### src/rtl/tick_bcd_display.sv
// Two-digit BCD tick counter fed by the square-wave bit of a divider, with a
// time-multiplexed active-low 7-segment display driver.
module tick_bcd_display #(
    parameter int REFRESH_CYCLES = 4
) (
    input  logic       Clock,
    input  logic       reset,
    input  logic [3:0] compIn,
    input  logic       enable,
    input  logic       clear,
    output logic [3:0] bcd_ones,
    output logic [3:0] bcd_tens,
    output logic       rollover,
    output logic [6:0] seg,
    output logic [1:0] an
);

    localparam int CW = (REFRESH_CYCLES > 2) ? $clog2(REFRESH_CYCLES) : 1;
    localparam logic [CW-1:0] REFRESH_LAST = CW'(REFRESH_CYCLES - 1);

    logic          prev;
    logic          tick;
    logic [CW-1:0] refresh_cnt;
    logic          sel;
    logic [3:0]    shown_digit;
    logic [2:0]    phase_unused;

    // Only the square-wave bit matters; the divider phase bits are not used.
    assign phase_unused = compIn[2:0];
    assign tick         = compIn[3] & ~prev;

    always_ff @(posedge Clock) begin
        if (reset) begin
            prev <= 1'b0;
        end else begin
            prev <= compIn[3];
        end
    end

    // Counter priority is reset, then clear, then an enabled tick.
    always_ff @(posedge Clock) begin
        if (reset || clear) begin
            bcd_ones <= 4'd0;
            bcd_tens <= 4'd0;
            rollover <= 1'b0;
        end else if (tick && enable) begin
            if (bcd_ones == 4'd9) begin
                bcd_ones <= 4'd0;
                if (bcd_tens == 4'd9) begin
                    bcd_tens <= 4'd0;
                    rollover <= 1'b1;
                end else begin
                    bcd_tens <= bcd_tens + 4'd1;
                    rollover <= 1'b0;
                end
            end else begin
                bcd_ones <= bcd_ones + 4'd1;
                rollover <= 1'b0;
            end
        end else begin
            rollover <= 1'b0;
        end
    end

    // Free-running scan timer; independent of counting, enable and clear.
    always_ff @(posedge Clock) begin
        if (reset) begin
            refresh_cnt <= '0;
            sel         <= 1'b0;
        end else if (refresh_cnt == REFRESH_LAST) begin
            refresh_cnt <= '0;
            sel         <= ~sel;
        end else begin
            refresh_cnt <= refresh_cnt + CW'(1);
        end
    end

    assign shown_digit = sel ? bcd_tens : bcd_ones;
    assign an          = sel ? 2'b01 : 2'b10;

    // Segment order is {g,f,e,d,c,b,a}, low = lit; non-BCD values blank.
    always_comb begin
        seg = 7'b1111111;
        case (shown_digit)
            4'd0:    seg = 7'b1000000;
            4'd1:    seg = 7'b1111001;
            4'd2:    seg = 7'b0100100;
            4'd3:    seg = 7'b0110000;
            4'd4:    seg = 7'b0011001;
            4'd5:    seg = 7'b0010010;
            4'd6:    seg = 7'b0000010;
            4'd7:    seg = 7'b1111000;
            4'd8:    seg = 7'b0000000;
            4'd9:    seg = 7'b0010000;
            default: seg = 7'b1111111;
        endcase
    end

endmodule

### config.mk
export PLATFORM = sky130hd
export DESIGN_NAME = tick_bcd_display
export DESIGN_NICKNAME = d
export VERILOG_FILES = /design/src/rtl/tick_bcd_display.sv
export SDC_FILE = /design/constraint.sdc
export NUM_CORES = 1
export LEC_CHECK = 0
export CAP_MARGIN = 20
export CORE_MARGIN = 2
export CORE_UTILIZATION = 28
export CTS_BUF_LIST = sky130_fd_sc_hd__clkbuf_2 sky130_fd_sc_hd__clkbuf_4 sky130_fd_sc_hd__clkbuf_8
export CTS_CLUSTER_SIZE = 24
export DETAILED_ROUTE_END_ITERATION = 8
export HOLD_SLACK_MARGIN = 0.02
export SKIP_CTS_REPAIR_TIMING = 1
export SYNTH_ARGS = -nofsm -noshare
export SYNTH_HDL_FRONTEND = slang
export SYNTH_SLANG_ARGS = --single-unit
### constraint.sdc
create_clock -name Clock -period 2 [get_ports Clock]
set_input_delay 0.2 -clock Clock [delete_from_list [all_inputs] [get_ports Clock]]
set_output_delay 0.2 -clock Clock [all_outputs]
set_load 0.02 [all_outputs]
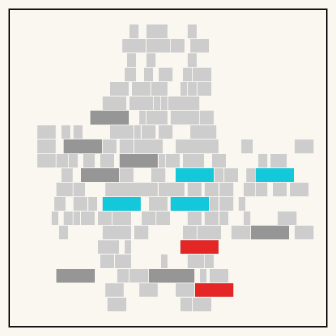
Fig. 1. Where the registers sit (run 1).
Other sequential cells in the stronger gray, the rest of the logic in the fainter gray.
[cyan] bcd_tens | sequential cells: 4
[red] refresh_cnt | sequential cells: 2
not colored: 7

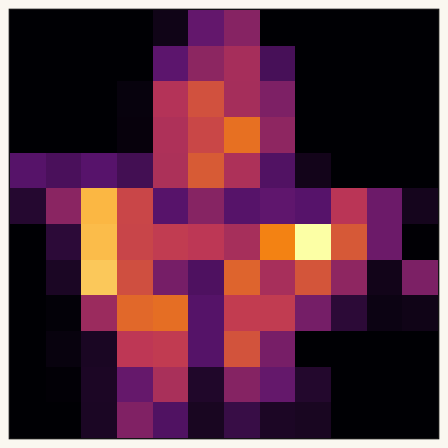
Fig. 2. Signal metal coverage by tile (run 1).
The die is cut into 12 by 12 equal tiles; black is low, pale yellow is high, scaled to the fullest tile. Values are wire area over tile area, all layers added.
tiles over half the peak: 15%
densest ninth of the die: center
nearly empty tiles: 38%
fullest tile: 0.39

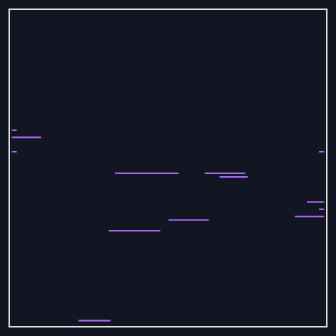
Fig. 3. M3 wires (run 1).
share of all routed wire: 3.3%
wire length on this layer: 63.0 µm
main direction: horizontal
nets with wire on the layer: 11
longest straight run: 11.7 µm

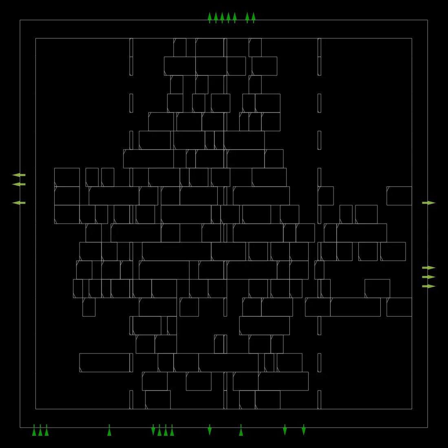
Fig. 4. Placed standard cells (run 1).
filler-free cell count of the finished design: 163
area of the core: 3003 µm²
flop count: 13
fill cell total of the finished layout: 303
num tapcells: 33

==> notes.md, run 1 <==
The implementation run finished. The number of warnings reported in the stage logs is 33. Per the detail_route report, DRC violations left total 0. After synthesis the netlist holds a flip-flop and latch count of 13.

Level count of the clock H-tree landed at 1. The die covers between 3000 and 4000 µm². For this design the static power due to leakage is about 0.54 nW. Number of I/O pins landed at 26. Deepest clock path buffer count landed at 2. Number of iterations in the first detailed-routing pass landed at 4. In the final layout, excluding clock inverters the inverter count is 7. TritonCTS built the clock tree. The repair_antennas step left the layout with diodes totalling 0. Cell row count landed at 20.

Share of power burned in combinational logic landed at 14.4%. The final report gives the core utilization as around two fifths. In the final run the clock tree shows a worst skew of approximately 0.0037 ns. First-pass GRT wire length landed at around 3400 µm.

Among the non-sequential cells, simple AND/OR/NAND/NOR gates take the most area. Post-synthesis, Yosys gives the total cell area as ~870 µm². Proportion of synthesized flip-flops having asynchronous set or reset landed at 0%.

The cell sitting at the root of the clock tree is a sky130_fd_sc_hd__clkbuf_4. Register area share after synthesis landed at 29.84%. Non-clock buffer count in the final layout landed at 37.

On the worst setup and hold paths after CTS, the clock-pin slew comes to 0.08 ns. The capture point of the worst register-to-register path is recorded as bcd_tens[2]. The flow ran to the end, and the final reports show no timing, DRC or antenna violations. At the floorplan stage, the core utilization is reported as 29.04%. Average footprint of a synthesized cell landed at approximately 9.4 µm².

In the final layout, the multi-input gates occupy about 570 µm². The final weighted congestion recorded by global placement is around 0.86. The endpoint of the worst hold path is reported as refresh_cnt[0]. As logged by OpenROAD, the buffers inserted on ports number 22. For reference, the critical path is launched at sel. Width of the die landed at approximately 60 µm. Setup repair after global routing left no endpoint under its margin.

The clock network accounts for 33.7% of the total power. Post-route period utilization is reported as 94.58%. The report gives the cell count of the worst hold path as 1.

Final-layout clock buffer total landed at 4. The synth_stat.txt file lists the number of cells as approximately 93. Total setup violations reported at the end of the flow landed at 0.

Number of vias per cell after detailed routing landed at roughly 5. Per the skew report, the later register of the worst-skew pair sees a clock latency of about 0.28 ns. For reference, the top cells by area after synthesis are sky130_fd_sc_hd__dfxtp_1, sky130_fd_sc_hd__ha_1, sky130_fd_sc_hd__a21oi_1, sky130_fd_sc_hd__mux2i_1, sky130_fd_sc_hd__nand4bb_4.

The final layout reports a setup TNS of 0 ns. After layout, the minimum clock period comes to roughly 1.9 ns. In this run, the synthesized area fraction spent on xor and xnor cells is recorded as 2.009%. The critical path ends at seg[3]. STA classifies the critical path startpoint as a register. Final hold violation count landed at 0. Estimated wirelength of the detail-placed design landed at roughly 1500 µm. The timing report shows the most common cell along the critical path to be sky130_fd_sc_hd__buf_4. Cell internal power was estimated by the tool at ~400 µW. After detailed routing, the total wire length is ~1900 µm.

Per the area breakdown, the dominant cell category is multi-input combinational cells. Sorting the Yosys area breakdown by cell type puts at the top sky130_fd_sc_hd__dfxtp_1. Multi-input logic cell count landed at between 60 and 70. Total clock buffers created by CTS landed at 3. Per the detail_route report, the via count comes to between 700 and 800. After synthesis, the most frequently instantiated cells are sky130_fd_sc_hd__dfxtp_1, sky130_fd_sc_hd__a21oi_1, sky130_fd_sc_hd__inv_1. Static timing analysis puts the maximum clock frequency at roughly 0.53 GHz.

The OpenROAD report gives the critical path a data arrival time of ~1.7 ns. Clock network power consumption landed at 177 µW. Growth of design area from synthesis to finish landed at 43.76%.

Via count of the first global-routing pass landed at roughly 800. IR analysis of the VDD net gives a maximum drop of 0.2407 mV. Share of synthesized cell area in and-or and or-and compound cells landed at 13.06%. With fillers left out, the area of the finished cells amounts to between 1000 and 1500 µm². In the per-layer breakdown of the detailed-route log, met1 shows about 900 µm.

Of the total standard cell area in the layout, the multi-input combinational portion is around 45%. Depth of the worst register-to-register path landed at 4. At the worst endpoint, the required time is between 1.5 and 2 ns. On met2, the global router reports a usage of around a fifth.

The synthesized netlist devotes roughly 8.6% of its cell area to adder and majority cells. DRC marker count from the first detailed-route iteration landed at 10. Number of max-slew violations in the final report landed at 0. Reg-to-reg setup timing slack landed at 0.49 ns.

Total placed cells including tap cells landed at 158. Area of the mapped netlist landed at 872.1 µm². Number of nets produced by synthesis landed at approximately 110.

Detailed routing placed a total of approximately 940 µm of wire on met2. For the worst reg-to-reg path, the startpoint reported by OpenROAD is bcd_ones[0]. The count of nets left with antenna violations once routing finished came out at 0.

The library cell used most frequently in the layout, excluding fill and tap cells, is sky130_fd_sc_hd__buf_4. Proportion of total power due to net switching landed at about a quarter. The die is approximately 60 µm tall.
==> run 2: changes to the inputs <==
CTS_CLUSTER_SIZE = not set   (was 24)
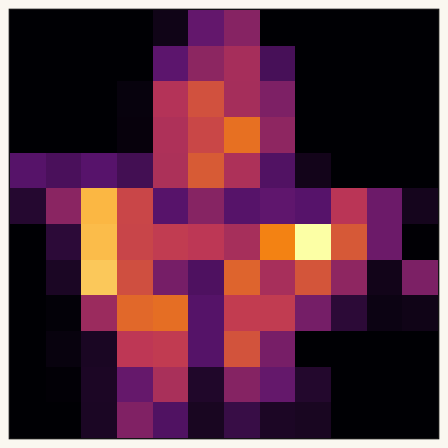
Fig. 5. Signal metal coverage by tile (run 2).
The die is cut into 12 by 12 equal tiles; black is low, pale yellow is high, scaled to the fullest tile. Values are wire area over tile area, all layers added.
via count of the routed design: 795
total length of routed wires: 1916 µm
DR WL/cell: 11.75 µm
GRT Total Usage: 12.43%

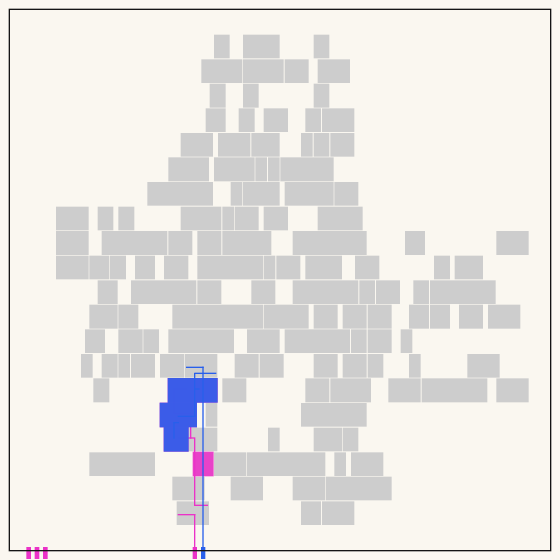
Fig. 6. Wires at chosen ports, followed through buffers (run 2).
[blue] enable | bits: 1 | direction: input | end cells: 3 | wire: 33.2 µm
[magenta] compIn | bits: 4 | direction: input | end cells: 4 | wire: 24.8 µm

==> run 2 against run 1 <==
Non-clock buffer count stayed put. Cell area stayed put. Maximum frequency stayed put. Flip-flop count stayed put. Wire length stayed put. Sequential power hardly changed. Largest cell class unchanged. Global-route usage stayed put. Setup slack stayed put. Synthesized cell count stayed put. Clock power hardly changed.
==> notes.md, run 2 <==
The implementation run finished. Number of vias per cell after detailed routing landed at a little under 5. Leakage dissipation landed at around 0.54 nW. Filler cell count in the final layout landed at 303. Inverter count landed at 7.

Per the area breakdown, the dominant cell category is multi-input combinational cells. TritonCTS created 3 clock buffers. According to the tapcell log, the count of inserted taps is 33.

In this run the remaining antenna-violating nets after routing total 0. By area the synthesized netlist is led by sky130_fd_sc_hd__dfxtp_1, sky130_fd_sc_hd__ha_1, sky130_fd_sc_hd__a21oi_1, sky130_fd_sc_hd__mux2i_1, sky130_fd_sc_hd__nand4bb_4. In this run the register-to-register setup slack is between 0.4 and 0.5 ns.

The internal portion of the total power is 399.0 µW. Tracing the worst setup path back leads to its startpoint at sel. Summing over the stages, the warning tally comes to 33. The worst setup path is launched from a register. The via count of the first global-routing pass is about 800. Setup repair after global routing left no endpoint under its margin.

Estimated wirelength of the detail-placed design landed at 1479 µm. The flow ran to the end, and the final reports show no timing, DRC or antenna violations. Area share of fa/ha/maj cells after synthesis landed at around 8.6%.

In this build the clock could be raised as far as between 0.5 and 0.6 GHz. Final RePlAce weighted congestion landed at approximately 0.86. Post-layout utilization of the core landed at 41.75%. The final layout report lists a non-clock buffer count of 37. On the final layout, the worst clock skew is around 0.0037 ns.

The final antenna diode tally reported by the flow is 0. Proportion of synthesized flip-flops having asynchronous set or reset landed at 0%. Per the CTS log, the root buffer master is sky130_fd_sc_hd__clkbuf_4.

OpenROAD reports that the post-layout worst path occupies 94.58% of the period. Hold-check failures listed in the final report amount to 0. The clock passes through at most 2 buffers. By instance count after routing, the leading logic cell type is sky130_fd_sc_hd__buf_4. Summed over all instances, the cell type with the most area after synthesis is sky130_fd_sc_hd__dfxtp_1.

Count of buffers inserted at the top-level ports landed at 22. The core region is 3003 µm². The final design was reported to hold multi-input combinational gates totalling between 60 and 70.

Endpoint required time on the critical path landed at about 1.8 ns. The worst VDD IR drop from the latest analysis is approximately 0.24 mV. Before placement the cells fill ~29% of the core. After detailed routing, the wire length on met1 is roughly 890 µm. The floorplan has 20 rows. Proportion of total power due to net switching landed at between 20% and 30%. Final-layout clock buffer total landed at 4. The area growth from synthesis to layout is 43.76%. Summing all non-filler instances in the final layout gives an area of ~1300 µm². TritonCTS built the clock tree. Per the layout area report, the combinational fraction of cell area is a little under half.

On the critical path the data arrives at ~1.7 ns. The synthesized netlist was found by Yosys to have approximately 93 cells. Synthesis produced a netlist with a net count of 107. Register area share after synthesis landed at between 20 and 30%.

Among the stages of the critical path, the cell type that occurs most often is sky130_fd_sc_hd__buf_4. The commonest cells after synthesis are sky130_fd_sc_hd__dfxtp_1, sky130_fd_sc_hd__a21oi_1, sky130_fd_sc_hd__inv_1. Of the total synthesized cell area, the portion taken by XOR and XNOR cells is 2.009%. In the final report, the number of endpoints failing setup comes to 0.

Per report_power, the combinational group accounts for approximately 14% of the total. Dividing the synthesized area by the synthesized cell count gives approximately 9.4 µm². For reference, the critical path is captured by seg[3]. Excluding fillers, the count of instances in the completed layout stands at 163. In this run the critical register-to-register path is captured at bcd_tens[2]. After detailed placement, the design holds a cell count of around 160. Area of the mapped netlist landed at about 870 µm². The post-synth register bit count is 13.

For the finished layout, the period the worst path requires is 1.892 ns.
==> run 3: changes to the inputs <==
clock period = 2.4 ns   (was 2 ns; I/O delays follow)
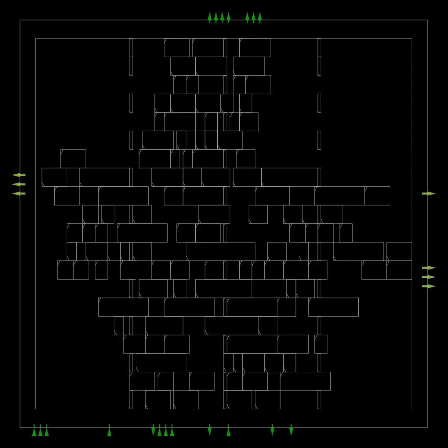
Fig. 7. Placed standard cells (run 3).
final core utilization: 40.63%
fill cell total of the finished layout: 304
filler-free cell count of the finished design: 156

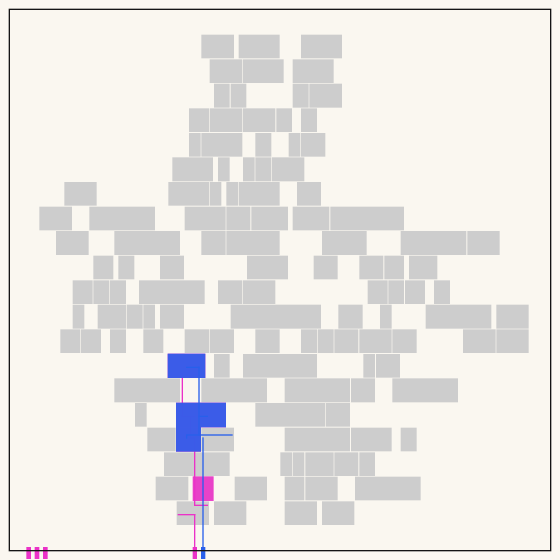
Fig. 8. Wires at chosen ports, followed through buffers (run 3).
[blue] enable | bits: 1 | direction: input | end cells: 3 | wire: 27.2 µm
[magenta] compIn | bits: 4 | direction: input | end cells: 4 | wire: 23.2 µm

==> run 3 against run 2 <==
Power down 17%. Synthesized cell count did not move. First-iteration DRC count stayed put. Combinational power down 19%. Hold slack lost 0.0050 ns. Global-route usage down 1.6 points. Largest power group unchanged. Register-to-register slack better by 0.38 ns. Setup slack better by 0.0091 ns. Cell count fell by 4.3%.
==> notes.md, run 3 <==
The implementation run finished. The run finished with clean final reports. Proportion of total power due to net switching landed at a little under a quarter. The area growth from synthesis to layout is 39.89%. Final antenna-violating net count landed at 0.

The flow reports an fmax of ~0.44 GHz. Total die area landed at between 3000 and 4000 µm². Among the stages of the critical path, the cell type that occurs most often is sky130_fd_sc_hd__buf_4. Average footprint of a synthesized cell landed at about 9.4 µm². The last timing report of the flow puts the setup violation total at 0.

The final critical path takes up 95.10% of the cycle. Core utilization before placement landed at 29.04%. Inverter count landed at 7. The final antenna diode tally reported by the flow is 0. Level count of the clock H-tree landed at 1. Global routing used a little over a tenth of the available tracks. The detailed router reports a met2 wire length of ~860 µm. For reference, the final report shows the max-slew violation count at 0. Per the area breakdown, the dominant cell category is multi-input combinational cells. Endpoint required time on the critical path landed at ~2.2 ns.

The via count of the first global-routing pass is about 680. Number of vias per cell after detailed routing landed at between 4 and 5. Combinational gate area landed at 568.0 µm². Share of power burned in combinational logic landed at between 10 and 15%.

Leakage dissipation landed at 0.5390 nW. Counting only logic cells after layout, the most numerous master is sky130_fd_sc_hd__clkdlybuf4s50_1. TritonCTS built the clock tree. The tree is rooted in a sky130_fd_sc_hd__clkbuf_4. The net count after synthesis is about 110. Final RePlAce weighted congestion landed at 0.8390.

Cell row count landed at 20. In this run the register-to-register setup slack is between 0.8 and 0.9 ns. Post-synthesis share of cell area spent on xor and xnor gates landed at 2.009%. Clock-pin slew on the worst setup and hold paths landed at ~0.070 ns. In the synthesized netlist, the cells that appear most often are sky130_fd_sc_hd__dfxtp_1, sky130_fd_sc_hd__a21oi_1, sky130_fd_sc_hd__inv_1. 26 I/O pins were placed. Shortest period the worst path allows landed at around 2.3 ns. Warnings raised by the tools during the run amount to 33. Summed over all layers, the routed wires come to roughly 1800 µm.

Per the OpenROAD floorplan log, the width of the die is 59.81 µm. Y dimension of the die landed at around 60 µm. Summing the areas of all compound-gate instances in the mapped netlist gives a little over an eighth of the synthesized area. The launch point of the worst register-to-register path is recorded as bcd_ones[0]. In the Yosys report the total cell count is ~93. Area of the mapped netlist landed at approximately 870 µm².

The flow reports that the clock network draws around a third of the design power. In the post-synthesis netlist, the biggest area contributors are sky130_fd_sc_hd__dfxtp_1, sky130_fd_sc_hd__ha_1, sky130_fd_sc_hd__a21oi_1, sky130_fd_sc_hd__mux2i_1, sky130_fd_sc_hd__nand4bb_4. Clock network power consumption landed at approximately 140 µW. Maximum VDD drop landed at 0.1761 mV.

Per the timing report, the most critical flop-to-flop path finishes at bcd_tens[2]. In the power breakdown, the internal column shows 332.7 µW. Flop and latch count out of synthesis landed at 13. Total placed cells including tap cells landed at approximately 150. Dividing the detail-routed wire length by the instance count gives roughly 11 µm.

For the worst-skew pair, the clock arrives at the later sink with an insertion delay of around 0.27 ns. At the worst endpoint, the arrival time is between 2 and 2.5 ns. Met2 layer usage reported by global route landed at between 15 and 20%. The design has 13 sequential cells. Number of iterations in the first detailed-routing pass landed at 2. The layout has 4 clock buffers. In the synthesized netlist, the dominant kind of combinational cell is simple AND/OR/NAND/NOR gates. Deepest clock path buffer count landed at 2. Setup repair after global routing left no endpoint under its margin. The worst setup path is launched from a register. Register area share after synthesis landed at between 20 and 30%. OpenSTA lists the critical path startpoint as sel. Depth of the worst register-to-register path landed at 3. DRC violation count after routing landed at 0. In the final report, the number of hold violations comes to 0. The routed layout has between 700 and 800 vias. Area share of fa/ha/maj cells after synthesis landed at under 10%.
Power and IR drop assume default switching activity.
